==> src/rtl/sodor_router_pkg.sv <==
// Shared memory-request constants and the address-window match helper
// used by the Sodor memory router.
package sodor_router_pkg;

    // Request function: load or store.
    localparam logic M_XRD = 1'b0;
    localparam logic M_XWR = 1'b1;

    typedef logic [2:0] mem_typ_t;

    localparam mem_typ_t MT_X  = 3'd0;
    localparam mem_typ_t MT_B  = 3'd1;
    localparam mem_typ_t MT_H  = 3'd2;
    localparam mem_typ_t MT_W  = 3'd3;
    localparam mem_typ_t MT_D  = 3'd4;
    localparam mem_typ_t MT_BU = 3'd5;
    localparam mem_typ_t MT_HU = 3'd6;
    localparam mem_typ_t MT_WU = 3'd7;

    // A window matches when every address bit selected by the mask equals the base.
    function automatic logic match(
        input logic [31:0] addr,
        input logic [31:0] base,
        input logic [31:0] mask
    );
        return ((addr ^ base) & mask) == 32'h0;
    endfunction

endpackage

==> src/rtl/sodor_tag_fifo.sv <==
// Synchronous FIFO holding the destination tag of each outstanding request.
// Supports push and pop in the same cycle; pointers carry one extra wrap bit.
module sodor_tag_fifo #(
    parameter int WIDTH = 2,
    parameter int DEPTH = 4
) (
    input  logic                     clock,
    input  logic                     reset,
    input  logic                     push,
    input  logic [WIDTH-1:0]         push_data,
    input  logic                     pop,
    output logic [WIDTH-1:0]         head,
    output logic                     full,
    output logic                     empty,
    output logic [$clog2(DEPTH):0]   count
);

    localparam int AW = $clog2(DEPTH);
    localparam logic [AW:0] PTR_ONE = (AW + 1)'(1);

    logic [WIDTH-1:0] mem [DEPTH];
    logic [AW:0]      wr_ptr;
    logic [AW:0]      rd_ptr;
    logic             push_ok;
    logic             pop_ok;

    assign push_ok = push & ~full;
    assign pop_ok  = pop & ~empty;

    // NOTE: tag storage is deliberately not reset; the pointers alone say which entries are live.
    always_ff @(posedge clock) begin
        if (push_ok) begin
            mem[wr_ptr[AW-1:0]] <= push_data;
        end
    end

    // NOTE: sequential state uses non-blocking (<=) so every flop samples pre-edge values;
    // combinational blocks use blocking (=).
    always_ff @(posedge clock) begin
        if (reset) begin
            wr_ptr <= '0;
            rd_ptr <= '0;
        end else begin
            if (push_ok) begin
                wr_ptr <= wr_ptr + PTR_ONE;
            end
            if (pop_ok) begin
                rd_ptr <= rd_ptr + PTR_ONE;
            end
        end
    end

    assign empty = (wr_ptr == rd_ptr);
    assign full  = (wr_ptr[AW] != rd_ptr[AW]) && (wr_ptr[AW-1:0] == rd_ptr[AW-1:0]);
    assign count = wr_ptr - rd_ptr;
    assign head  = mem[rd_ptr[AW-1:0]];

endmodule

==> src/rtl/sodor_mem_router.sv <==
// Routes Sodor core memory requests to NUM_PORTS slaves by address window and
// returns responses in issue order using a FIFO of destination tags.
module sodor_mem_router
    import sodor_router_pkg::*;
#(
    parameter int                      NUM_PORTS    = 2,
    parameter int                      DEPTH        = 4,
    // Port 0: scratchpad window at 0x0 (256 KiB); port 1: catch-all bus at 0x80000000.
    parameter logic [NUM_PORTS*32-1:0] PORT_BASE    = {32'h8000_0000, 32'h0000_0000},
    parameter logic [NUM_PORTS*32-1:0] PORT_MASK    = {32'h0000_0000, 32'hFFFC_0000},
    parameter int                      DEFAULT_PORT = 1
) (
    input  logic                       clock,
    input  logic                       reset,

    input  logic                       io_core_req_valid,
    output logic                       io_core_req_ready,
    input  logic [31:0]                io_core_req_bits_addr,
    input  logic [31:0]                io_core_req_bits_data,
    input  logic                       io_core_req_bits_fcn,
    input  logic [2:0]                 io_core_req_bits_typ,

    output logic                       io_core_resp_valid,
    output logic [31:0]                io_core_resp_bits_data,
    output logic                       io_core_resp_err,

    output logic [NUM_PORTS-1:0]       io_slv_req_valid,
    input  logic [NUM_PORTS-1:0]       io_slv_req_ready,
    output logic [31:0]                io_slv_req_bits_addr,
    output logic [31:0]                io_slv_req_bits_data,
    output logic                       io_slv_req_bits_fcn,
    output logic [2:0]                 io_slv_req_bits_typ,

    input  logic [NUM_PORTS-1:0]       io_slv_resp_valid,
    input  logic [NUM_PORTS*32-1:0]    io_slv_resp_bits_data,

    output logic [$clog2(DEPTH):0]     io_outstanding,
    output logic                       io_proto_err
);

    // Tag NUM_PORTS is reserved for locally answered (unmapped) accesses.
    localparam int            TW      = $clog2(NUM_PORTS + 1);
    localparam logic [TW-1:0] ERR_TAG = TW'(NUM_PORTS);

    logic [TW-1:0] target;
    logic          target_ready;
    logic          accept;

    logic [TW-1:0] head_tag;
    logic          fifo_full;
    logic          fifo_empty;
    logic          head_resp_valid;
    logic [31:0]   head_resp_data;
    logic          stray_resp;
    logic          pop;

    // NOTE: every output of this block gets a default first so no path can infer a latch.
    always_comb begin
        target = TW'(DEFAULT_PORT);
        for (int i = NUM_PORTS - 1; i >= 0; i--) begin
            if (match(io_core_req_bits_addr, PORT_BASE[32*i +: 32], PORT_MASK[32*i +: 32])) begin
                target = TW'(i);
            end
        end
    end

    // Error targets need no slave handshake; ready never looks at the response path.
    always_comb begin
        target_ready = (target == ERR_TAG);
        for (int i = 0; i < NUM_PORTS; i++) begin
            if (target == TW'(i)) begin
                target_ready = io_slv_req_ready[i];
            end
        end
    end

    always_comb begin
        io_slv_req_valid = '0;
        for (int i = 0; i < NUM_PORTS; i++) begin
            io_slv_req_valid[i] = io_core_req_valid & ~fifo_full & (target == TW'(i));
        end
    end

    assign io_core_req_ready    = ~fifo_full & target_ready;
    assign accept               = io_core_req_valid & io_core_req_ready;

    assign io_slv_req_bits_addr = io_core_req_bits_addr;
    assign io_slv_req_bits_data = io_core_req_bits_data;
    assign io_slv_req_bits_fcn  = io_core_req_bits_fcn;
    assign io_slv_req_bits_typ  = io_core_req_bits_typ;

    sodor_tag_fifo #(
        .WIDTH (TW),
        .DEPTH (DEPTH)
    ) u_tag_fifo (
        .clock     (clock),
        .reset     (reset),
        .push      (accept),
        .push_data (target),
        .pop       (pop),
        .head      (head_tag),
        .full      (fifo_full),
        .empty     (fifo_empty),
        .count     (io_outstanding)
    );

    // Only the head slave may answer; anything else is dropped and flagged.
    always_comb begin
        head_resp_valid = 1'b0;
        head_resp_data  = '0;
        stray_resp      = 1'b0;
        for (int i = 0; i < NUM_PORTS; i++) begin
            if (!fifo_empty && head_tag == TW'(i)) begin
                head_resp_valid = io_slv_resp_valid[i];
                head_resp_data  = io_slv_resp_bits_data[32*i +: 32];
            end else if (io_slv_resp_valid[i]) begin
                stray_resp = 1'b1;
            end
        end
    end

    assign io_core_resp_err       = ~fifo_empty & (head_tag == ERR_TAG);
    assign io_core_resp_valid     = io_core_resp_err | head_resp_valid;
    assign io_core_resp_bits_data = head_resp_data;
    assign pop                    = io_core_resp_valid;

    always_ff @(posedge clock) begin
        if (reset) begin
            io_proto_err <= 1'b0;
        end else if (stray_resp) begin
            io_proto_err <= 1'b1;
        end
    end

endmodule

==> config.mk <==
export PLATFORM = sky130hd
export DESIGN_NAME = sodor_mem_router
export DESIGN_NICKNAME = d
export VERILOG_FILES = /design/src/rtl/sodor_router_pkg.sv /design/src/rtl/sodor_tag_fifo.sv /design/src/rtl/sodor_mem_router.sv
export SDC_FILE = /design/constraint.sdc
export NUM_CORES = 1
export LEC_CHECK = 0
export CORE_AREA = 2 2 95 97
export CTS_CLUSTER_DIAMETER = 30
export CTS_CLUSTER_SIZE = 30
export DETAILED_ROUTE_END_ITERATION = 6
export DIE_AREA = 0 0 97 99
export PLACE_DENSITY = 0.82
export SETUP_SLACK_MARGIN = 0.1
export SLEW_MARGIN = 5
export SYNTH_ARGS = -nofsm -noshare
export SYNTH_HDL_FRONTEND = slang
export SYNTH_SLANG_ARGS = --single-unit
export TNS_END_PERCENT = 20
==> constraint.sdc <==
create_clock -name clock -period 1.9 [get_ports clock]
set_clock_uncertainty 0.1 [all_clocks]
set_input_delay 0.38 -clock clock [delete_from_list [all_inputs] [get_ports clock]]
set_output_delay 0.38 -clock clock [all_outputs]
set_load 0.05 [all_outputs]
Clock nets:
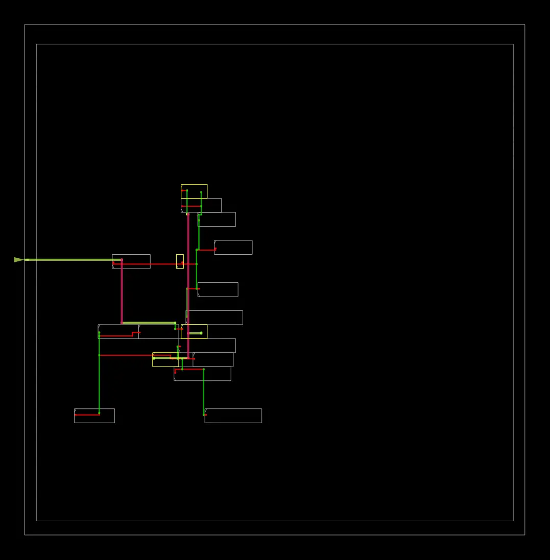
Flops: 13
CLK BUF: 4

Zoomed window:
Bar = 20 um. Region (24, 44) to (74, 94) um. Cells in gray, sequential cells in the stronger gray; small squares are vias.
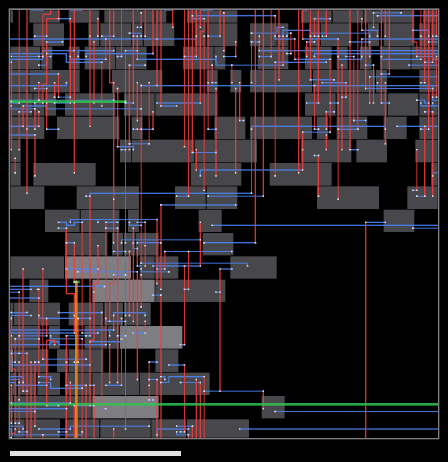
- green: met3
- red: met2
- blue: met1
- orange: met4
- cells with their middle in the window: 124
- most frequent: clkdlybuf4s50_1 (29), nand2_1 (27), buf_12 (13)
- sequential cells in the window: 4
- netlist names of flops here include: io_proto_err (1), u_tag_fifo.rd_ptr (1)

Metal 1:
Bar = 20 um.
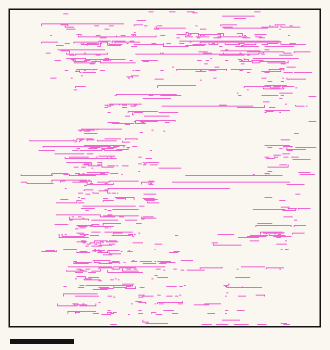
- main direction: horizontal
- longest straight run: 38.6 um
drt total wl: 7769 um
M1 GR Usage: 14.19%
Vias: 2089

Sequential cells grouped by signal name:
Bar = 20 um.
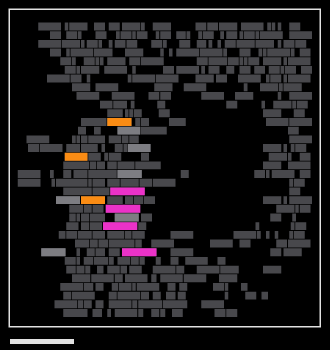
- magenta: u_tag_fifo.mem (sequential cells 4)
- orange: u_tag_fifo.rd_ptr (sequential cells 3)

==> impl_metrics.py <==
# Flow results
metrics = {
    "power": {
        "pwr-share-clk_pct": 7.3,
        "leakagePower_nw": 1.658,
        "power_frac_seq_pct": 9.4,
        "switching_share_pct": 47.69,
        "p_comb_share_pct": 83.3,
    },
    "worst_setup_path": {
        "critPathMaxFanout": 24,
        "crit_required_ns": 1.42,
        "cp_slowest_stage_delay_ns": 0.57,
        "crit_start": "u_tag_fifo.mem[3]",
        "critPathCapture": "io_core_resp_bits_data[0]",
        "arrival_ns": 1.81,
        "ff2ff_setup_slack_ns": -0.11,
        "critPathTopFamily": "multiplexers",
        "critPathKind": "flip-flop to output port",
        "worstPathCellList": "mux4_2 -> buf_8 -> nand2_1 -> a21oi_2 -> buf_12",
        "path_buffers": 2,
        "worst_r2r_startpoint": "u_tag_fifo.mem[3]",
        "cp_num_cells": 5,
    },
    "floorplanning": {
        "chipArea_mm2": 0.009603,
        "die_height_um": 99,
        "tap_cells": 108,
        "core-area_mm2": 0.008551,
        "ioPinCount": 248,
        "initCoreUtil_pct": 21.36,
        "rows": 34,
        "dieWidth_um": 97,
    },
    "synth": {
        "fp_nets": 409,
        "ys_seq_share_pct": 16.44,
        "edf_count": 4,
        "async_flop_share_pct": 0,
        "syn_inst": 262,
        "netlist.area_leader.share_pct": 28.36,
        "yosysCellCount": 262,
        "ys_area_mm2": 0.001827,
        "yosysUniqueCellTypes": 32,
        "yosys_warnings": 0,
        "ys.flops": 13,
        "ys.flop_type": "dfxtp_1",
        "syn_area_mm2": 0.001827,
        "ys_top_cells_by_area": "buf_4 (28%), nand2_1 (14%), dfxtp_1 (9.9%), a21oi_1 (9.0%), edfxtp_1 (6.6%)",
        "syn_area_per_cell_um2": 6.972,
    },
    "clock_network": {
        "cts_setup_buffers": 4,
        "clkSinkCount": 13,
        "cts.clk_slew.worst_paths_ns": 0.06,
        "cts_resized": 85,
        "insertion_delay_ns": 0.25,
        "htree_levels": 1,
        "cts_hold_buffers": 0,
        "cts_tree": "yes",
        "clk_path_buf_depth": 2,
        "cts_root_buffer": "clkbuf_8",
    },
    "final_layout": {
        "antenna_cells": 1,
        "seq-cell-share_pct": 7.229,
        "largest_class": "non-clock buffers",
        "final_cell_mix": "clkdlybuf4s50_1 (69), nand2_1 (64), buf_12 (56)",
        "buffers_excl_clock": 181,
        "comb_share_pct": 34.82,
        "logic_area_mm2": 0.001483,
        "clockNetworkAreaShare_pct": 1.058,
        "nonClkBufAreaFrac_pct": 53.07,
        "ff_latch_area_um2": 307.8,
        "areaGrowthSynthToFinish_pct": 133.1,
        "fillers": 732,
        "fin_nets": 513,
        "post_route_cells_drive_above_1_share_pct": 50.96,
    },
    "routing": {
        "via_per_inst": 4.407,
        "routedWlPerCell_um": 16.39,
        "drc": 0,
        "ant_nets": 0,
        "drtPass1Iterations": 4,
        "drt_iter0_drc": 32,
    },
    "final_timing": {
        "fin_hold_ws_ns": 0.4858,
        "relSlewSlack_pct": 64.56,
        "hold_violations": 0,
        "rsz0062_at_grt": "true",
        "slew_viol_final": 0,
        "setup_viol": 47,
        "worst_slew_pin_slew_ns": 0.5299,
        "finalCritPeriodShare_pct": 120.4,
        "finalWorstSetupSlack_ns": -0.3873,
        "period_needed_ns": 2.287,
        "finalSetupTns_ns": -12.49,
    },
    "placed_design": {
        "hpwl_um": 6259,
        "place_ws_ns": -0.6212,
        "portBuffers": 138,
        "place.gp.congestion": 0.8023,
    },
    "global_route": {
        "grt_pass1_wl_um": 11990,
        "antenna_found_initial": 1,
        "grt_max_degree": 34,
    },
    "hold_path": {
        "worst_hold_startpoint": "io_proto_err",
        "holdPathStages": 2,
    },
    "run_status": {
        "violations": "setup timing",
        "outcome": "finished, violations left",
    },
    "run": {
        "cap_viol_max_count": 0,
    },
}
-- per-stage QoR --
| step | std cells | power, W | cell area (um2) |
|---|---|---|---|
| after floorplan | 262 | 0.002125 | 2250 |
| after global placement | 465 | 0.003078 | 4023 |
| after detailed placement | 465 | 0.003119 | 4023 |
| after CTS | 473 | 0.003472 | 4208 |
| after global routing | 473 | 0.003597 | 4255 |
| final | 474 | 0.003469 | 4258 |
-- kinds of logic (layout without fill, tap and decap cells) --
kind of cell               Yosys count  count (layout)  synth area share (%)
DFF                                 13              13                 16.44
muxes                               14              14                 9.452
other                                1               2                0.2053
xor gates and xnor gates             2               2                0.9591
adders and majority gates            8               8                 5.890
and+or+nand+nor                     97              97                 22.54
AOI/OAI and AO/OA                   39              39                 11.58
buffers and inverters               88             191                 32.95
-- power by group through the flow --
stage | clock (W) | sequential [W] | combinational (W)
2_1_floorplan | 0 | 0.000338 | 0.00179
3_3_place_gp | 0 | 0.000325 | 0.00275
3_5_place_dp | 0 | 0.000327 | 0.00279
4_1_cts | 0.000258 | 0.000325 | 0.00289
5_1_grt | 0.000268 | 0.000328 | 0.00300
6_report | 0.000253 | 0.000326 | 0.00289
-- cells in the mapped netlist (3+ instances only) --
library cell and number:
nor2b_1 3, nor2_1 10, clkbuf_1 8, buf_4 69, nor4_1 3, dfxtp_1 9
buf_2 4, a21oi_1 33, nand2_1 69, mux2i_1 6, edfxtp_1 4, inv_1 6
mux2_2 5, nand2b_1 4, ha_1 7, and2_1 3
-- routing by layer --
layer  vias to the layer above  routed length [um]  part of all wire, %
li1                        986                   -                    -
met1                       991                2425                   31
met2                        81                4459                   57
met3                        31                 568                  7.3
met4                         0                 316                  4.1
met5                         -                   0                    0
No activity file was given, so power comes from the tool's default toggle rates.
